**src/rtl/insn_line_cache_pkg.sv**
```systemverilog
// Shared constants and FSM encoding for the direct-mapped instruction line cache.
package insn_line_cache_pkg;

   localparam int LINE_W     = 128;
   localparam int LINE_BYTES = 16;
   localparam int OFFSET_W   = $clog2(LINE_BYTES);

   typedef enum logic [1:0] {
      ST_IDLE   = 2'd0,
      ST_LOOKUP = 2'd1,
      ST_FILL   = 2'd2,
      ST_RESP   = 2'd3
   } state_e;

endpackage

```
**src/rtl/insn_line_cache_sdp_ram.sv**
```systemverilog
// Simple dual-port synchronous RAM: one write port, one read port, registered read (latency 1).
module insn_line_cache_sdp_ram #(
   parameter int DEPTH  = 16,
   parameter int DATA_W = 32,
   parameter int AW     = $clog2(DEPTH)
) (
   input  logic              CLK,
   input  logic              i_we,
   input  logic [AW-1:0]     i_waddr,
   input  logic [DATA_W-1:0] i_wdata,
   input  logic              i_re,
   input  logic [AW-1:0]     i_raddr,
   output logic [DATA_W-1:0] o_rdata
);

   // NOTE: the storage array has no reset so it maps onto a RAM macro; line validity lives in flops elsewhere.
   logic [DATA_W-1:0] r_mem [DEPTH];

   always_ff @(posedge CLK) begin
      // NOTE: clocked state uses non-blocking assignments so every flop samples pre-edge values.
      if (i_we) begin
         r_mem[i_waddr] <= i_wdata;
      end
      if (i_re) begin
         o_rdata <= r_mem[i_raddr];
      end
   end

endmodule

```
**src/rtl/insn_line_cache.sv**
```systemverilog
// Direct-mapped L1 instruction line cache: 128-bit lines served to fetch, single-line fills from memory,
// per-line invalidate and full flush with poisoning of an in-flight fill.
module insn_line_cache
   import insn_line_cache_pkg::*;
#(
   parameter int LINES  = 16,
   parameter int ADDR_W = 32
) (
   input  logic              CLK,
   input  logic              RST_X,
   input  logic              i_core_req,
   input  logic [ADDR_W-1:0] i_core_addr,
   input  logic              i_cacheable,
   output logic              o_core_ack,
   output logic [LINE_W-1:0] o_core_data,
   output logic              o_mem_req,
   output logic [ADDR_W-1:0] o_mem_addr,
   input  logic              i_mem_ack,
   input  logic [LINE_W-1:0] i_mem_data,
   input  logic              i_inv,
   input  logic [ADDR_W-1:0] i_inv_addr,
   input  logic              i_flush
);

   localparam int IDX_W = $clog2(LINES);
   localparam int TAG_W = ADDR_W - IDX_W - OFFSET_W;
   localparam int TAG_LO = IDX_W + OFFSET_W;

   state_e                   r_state, w_state_next;
   logic [ADDR_W-1:OFFSET_W] r_line_addr;
   logic                     r_cacheable;
   logic                     r_poison;
   logic [LINES-1:0]         r_valid;
   logic [TAG_W-1:0]         r_snoop_tag [LINES];

   logic [IDX_W-1:0]  w_core_idx, w_req_idx, w_inv_idx;
   logic [TAG_W-1:0]  w_req_tag, w_inv_tag, w_tag_rdata;
   logic [LINE_W-1:0] w_data_rdata;
   logic [LINES-1:0]  w_clr, w_set;
   logic              w_rd_en, w_hit, w_inv_match, w_inv_fill, w_fill_we;
   logic              w_ack_next, w_hit_load, w_miss, w_fill_done;
   logic              w_unused;

   assign w_core_idx = i_core_addr[TAG_LO-1:OFFSET_W];
   assign w_req_idx  = r_line_addr[TAG_LO-1:OFFSET_W];
   assign w_req_tag  = r_line_addr[ADDR_W-1:TAG_LO];
   assign w_inv_idx  = i_inv_addr[TAG_LO-1:OFFSET_W];
   assign w_inv_tag  = i_inv_addr[ADDR_W-1:TAG_LO];
   assign w_unused   = &{1'b0, i_core_addr[OFFSET_W-1:0], i_inv_addr[OFFSET_W-1:0]};

   assign w_rd_en = (r_state == ST_IDLE) & i_core_req;

   // The RAM tag port is busy with fetch lookups, so a flop copy of the tags serves invalidate snoops.
   assign w_inv_match = i_inv & r_valid[w_inv_idx] & (r_snoop_tag[w_inv_idx] == w_inv_tag);
   assign w_inv_fill  = i_inv & (i_inv_addr[ADDR_W-1:OFFSET_W] == r_line_addr);

   always_comb begin
      w_clr = '0;
      if (i_flush) begin
         w_clr = '1;
      end else if (w_inv_match) begin
         w_clr[w_inv_idx] = 1'b1;
      end
   end

   // Lookup sees this cycle's invalidates, so a line cleared during LOOKUP already misses.
   assign w_hit = r_cacheable & r_valid[w_req_idx] & ~w_clr[w_req_idx] & (w_tag_rdata == w_req_tag);

   assign w_fill_we = w_fill_done & r_cacheable & ~r_poison & ~w_inv_fill & ~w_clr[w_req_idx];

   always_comb begin
      w_set = '0;
      if (w_fill_we) begin
         w_set[w_req_idx] = 1'b1;
      end
   end

   insn_line_cache_sdp_ram #(
      .DEPTH  (LINES),
      .DATA_W (TAG_W)
   ) u_tag_ram (
      .CLK     (CLK),
      .i_we    (w_fill_we),
      .i_waddr (w_req_idx),
      .i_wdata (w_req_tag),
      .i_re    (w_rd_en),
      .i_raddr (w_core_idx),
      .o_rdata (w_tag_rdata)
   );

   insn_line_cache_sdp_ram #(
      .DEPTH  (LINES),
      .DATA_W (LINE_W)
   ) u_data_ram (
      .CLK     (CLK),
      .i_we    (w_fill_we),
      .i_waddr (w_req_idx),
      .i_wdata (i_mem_data),
      .i_re    (w_rd_en),
      .i_raddr (w_core_idx),
      .o_rdata (w_data_rdata)
   );

   always_ff @(posedge CLK or negedge RST_X) begin
      if (!RST_X) begin
         r_state <= ST_IDLE;
      end else begin
         r_state <= w_state_next;
      end
   end

   always_comb begin
      // NOTE: every signal written here gets a default first, so no path can infer a latch.
      w_state_next = r_state;
      w_ack_next   = 1'b0;
      w_hit_load   = 1'b0;
      w_miss       = 1'b0;
      w_fill_done  = 1'b0;
      case (r_state)
         ST_IDLE: begin
            if (i_core_req) begin
               w_state_next = ST_LOOKUP;
            end
         end
         ST_LOOKUP: begin
            if (w_hit) begin
               w_state_next = ST_RESP;
               w_ack_next   = 1'b1;
               w_hit_load   = 1'b1;
            end else begin
               w_state_next = ST_FILL;
               w_miss       = 1'b1;
            end
         end
         ST_FILL: begin
            if (i_mem_ack) begin
               w_state_next = ST_RESP;
               w_ack_next   = 1'b1;
               w_fill_done  = 1'b1;
            end
         end
         ST_RESP: begin
            w_state_next = ST_IDLE;
         end
         default: begin
            w_state_next = ST_IDLE;
         end
      endcase
   end

   always_ff @(posedge CLK or negedge RST_X) begin
      if (!RST_X) begin
         r_line_addr <= '0;
         r_cacheable <= 1'b0;
         r_poison    <= 1'b0;
         o_core_ack  <= 1'b0;
         o_core_data <= '0;
         o_mem_req   <= 1'b0;
         o_mem_addr  <= '0;
      end else begin
         o_core_ack <= w_ack_next;
         if (w_rd_en) begin
            r_line_addr <= i_core_addr[ADDR_W-1:OFFSET_W];
            r_cacheable <= i_cacheable;
         end
         if (w_hit_load) begin
            o_core_data <= w_data_rdata;
         end else if (w_fill_done) begin
            o_core_data <= i_mem_data;
         end
         if (w_miss) begin
            o_mem_req  <= 1'b1;
            o_mem_addr <= {r_line_addr, {OFFSET_W{1'b0}}};
         end else if (w_fill_done) begin
            o_mem_req  <= 1'b0;
         end
         // Poison outlives the fill only until the response has gone out.
         if (r_state == ST_RESP) begin
            r_poison <= 1'b0;
         end else if ((r_state == ST_FILL) && (i_flush || w_inv_fill)) begin
            r_poison <= 1'b1;
         end
      end
   end

   always_ff @(posedge CLK or negedge RST_X) begin
      if (!RST_X) begin
         r_valid <= '0;
      end else begin
         r_valid <= (r_valid | w_set) & ~w_clr;
      end
   end

   always_ff @(posedge CLK) begin
      if (w_fill_we) begin
         r_snoop_tag[w_req_idx] <= w_req_tag;
      end
   end

endmodule

```
**config.mk**
```make
export PLATFORM = sky130hd
export DESIGN_NAME = insn_line_cache
export DESIGN_NICKNAME = d
export VERILOG_FILES = /design/src/rtl/insn_line_cache_pkg.sv /design/src/rtl/insn_line_cache_sdp_ram.sv /design/src/rtl/insn_line_cache.sv
export SDC_FILE = /design/constraint.sdc
export NUM_CORES = 2
export LEC_CHECK = 0
export CAP_MARGIN = 0
export CORE_UTILIZATION = 60
export DETAILED_ROUTE_END_ITERATION = 10
export GPL_TIMING_DRIVEN = 0
export PLACE_DENSITY = 0.9
export SLEW_MARGIN = 0
export SYNTH_ARGS = -nofsm -noshare
export SYNTH_HDL_FRONTEND = slang
export SYNTH_SLANG_ARGS = --single-unit
```
**constraint.sdc**
```tcl
create_clock -name CLK -period 46.6 [get_ports CLK]
set_input_delay 9.32 -clock CLK [delete_from_list [all_inputs] [get_ports CLK]]
set_output_delay 9.32 -clock CLK [all_outputs]
set_load 0.02 [all_outputs]
```
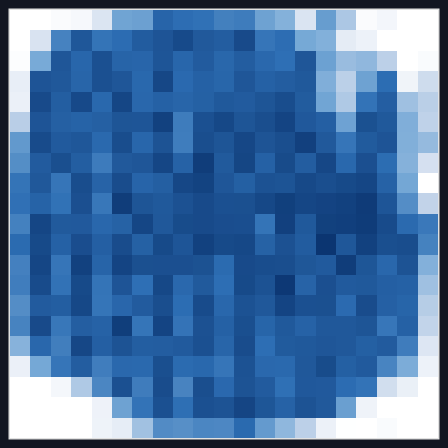
Fig. 1. Cell density map.
The die is cut into 21 by 21 equal tiles; white is low, dark blue is high, 0 to 100% covered.
mean over tiles	69%
emptiest ninth of the die	upper right
nearly empty tiles	6.6%
fullest tile	98%
final core occ: 0.7160
core area: 181300 sq um
Initial Util: 0.6059

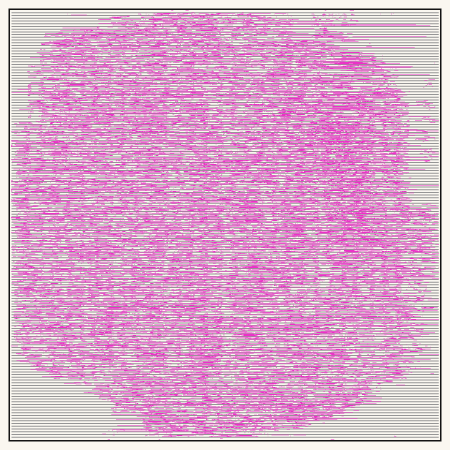
Fig. 2. The metal 1 layer.
(1 px per micron) Supply wires on this layer in gray.
share of all routed wire	29%
main direction	horizontal
longest straight run	145 microns
M1 GR Usage: 0.4750
total detailed-routing wirelength: 374300 microns

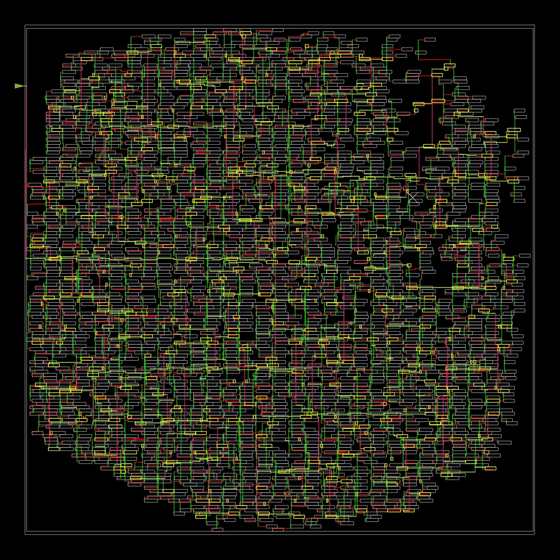
Fig. 3. Clock nets.
Clock Power: 2290 uW
Flops: 2790
number of clock-tree buffers in the layout: 374

==> run_results.csv <==
group,metric,value,unit
power,vdd_drop_max,0.04558,mV
synthesis,ys_sh_mux,0.2094,
synthesis,simple_gate_area_frac,0.007141,
cells_and_area,regMostFlops,"u_data_ram.r_mem",
timing,finalCritPeriodShare,0.3457,
timing,slew_violations,33,
timing,final-setup-viol-count,0,
cells_and_area,fin_area,129800,sq um
timing,finClkSkew,0.06886,ns
detailed_routing,remaining_drc_errors,1,
cells_and_area,fillerInstances,9326,
synthesis,netlist.area_leader.share,0.7063,
floorplan,fp.dieW,429.9,microns
clock_network,cts-resized-gates,0,
hold_path,hold_depth,1,
clock_network,ctsHoldBuffers,0,
run_status,status,"finished, violations left",
timing,rsz0062_at_grt,"false",
timing,relSlewSlack,-0.03418,
hold_path,min_path_type,"flip-flop to flip-flop",
clock_network,cts_root_buf,"clkbuf_16",
synthesis,synth_cell_type_count,64,
cells_and_area,largest_reg_flops,2048,
clock_network,post_cts_buffers,0,
setup_path,crit_path_start_kind,"primary input",
global_routing,antenna_found_initial,34,
global_routing,grt_pass1_wl,511300,microns
synthesis,most_common_cell,"edfxtp_1",
clock_network,cts_buffers,284,
setup_path,worstSetupPathType,"primary input to flip-flop",
run_status,violations,"design-rule violations, max-capacitance violations, max-slew violations",
job,drv_cap,4,
floorplan,fp.dieH,429.9,microns
cells_and_area,drive_gt1_frac,0.3086,
place,place.gp.congestion,0.9774,
hold_path,hold_end,"o_core_data[114]$_DFFE_PN0P_",
hold_path,hp-start,"u_data_ram.o_rdata[114]$_DFFE_PP_",
power,p_per_area,48.07,nW/um^2
synthesis,aoi_share,0.01176,
## cells by family (layout without fill, tap and decap cells)
family                   Yosys count  in the layout
AND/OR/NAND/NOR                  145            145
buffers and inverters            281           1379
flip-flops                      2790           2790
multiplexers                    1227           1227
adder cells (fa/ha/maj)            5              5
XOR/XNOR                          71             71
other                              1             29
AND-OR/OR-AND                    182            182
## layout make-up
class / instances / area, sq um / share of cell area
clock buffers: 374 / 7762 / 0.05979
inverters: 17 / 71.32 / 0.0005493
plain buffers: 264 / 1297 / 0.009993
clock inverters: 115 / 1167 / 0.008991
flip-flops and latches: 2790 / 82750 / 0.6373
well taps: 2370 / 2965 / 0.02284
repair buffers: 609 / 7786 / 0.05997
diodes: 25 / 62.56 / 0.0004818
multi-input cells: 1634 / 25970 / 0.2001
## power breakdown
group	total, uW	switching (uW)	internal, uW
Sequential	3100	171	2930
Combinational	854	476	378
Clock	2290	989	1300
## per-stage QoR
step           total power, uW  hold WS [ns]
6_report                  6241        0.4455
4_1_cts                   6201        0.4616
5_1_grt                   6333        0.4745
3_5_place_dp              3936        0.4474
2_1_floorplan             3501        0.4320
3_3_place_gp              3900        0.4350
## per-layer routing
metal | vias to the layer above | wire length (microns)
li1 | 21920 | -
met1 | 31831 | 108200
met2 | 7894 | 178600
met3 | 2130 | 51490
met4 | 34 | 35670
met5 | - | 302
## worst max-delay path, cell delays in order
cell and delay, ns:
clkdlybuf4s50_1 0.67, buf_4 0.36, buf_2 0.45, buf_1 1.03, xor2_1 0.39, nor4_1 0.23
a31oi_1 0.37, nand4_1 0.80, a2111oi_2 1.02, buf_4 0.31, buf_4 0.22, buf_2 0.27
buf_6 0.18, buf_2 0.24, buf_2 0.30, buf_4 0.25, buf_2 0.25
## worst max path at each step
stage	startpoint	end	cells past startpoint
floorplan	i_inv_addr[7]	u_data_ram.r_mem[6][0]$_DFFE_PP_	10
global placement	i_inv_addr[4]	u_data_ram.r_mem[2][40]$_DFFE_PP_	9
detailed placement	i_inv_addr[4]	u_data_ram.r_mem[6][45]$_DFFE_PP_	17
CTS	i_inv_addr[4]	u_data_ram.r_mem[6][45]$_DFFE_PP_	17
global route	i_inv_addr[6]	u_data_ram.r_mem[6][45]$_DFFE_PP_	17
finish	i_inv_addr[4]	u_data_ram.r_mem[6][45]$_DFFE_PP_	17
## layout by cell type, fill, tap and decap left out, types with 7 or more instances in the layout
master	instances
bufinv_16	23
xor2_1	22
nand2_1	21
diode_2	25
buf_12	13
a211oi_1	22
clkbuf_16	290
buf_16	69
xnor2_1	49
buf_8	132
clkinv_1	43
a22oi_1	13
mux4_2	824
clkinv_2	32
mux2i_1	76
buf_1	57
clkbuf_8	19
a22o_1	8
clkbuf_1	211
clkbuf_2	10
mux2_2	228
clkdlybuf4s50_1	338
nor2b_1	31
dfrtp_1	206
o21a_1	16
a211oi_4	12
nand4_1	12
mux2_1	99
nor2_1	24
a31oi_1	17
inv_1	16
a21oi_1	32
o21ai_0	11
o22ai_1	14
nor3_1	10
buf_6	7
edfxtp_1	2584
buf_2	36
buf_4	65
nand3_1	13
Power is estimated from default activity; no workload was simulated.
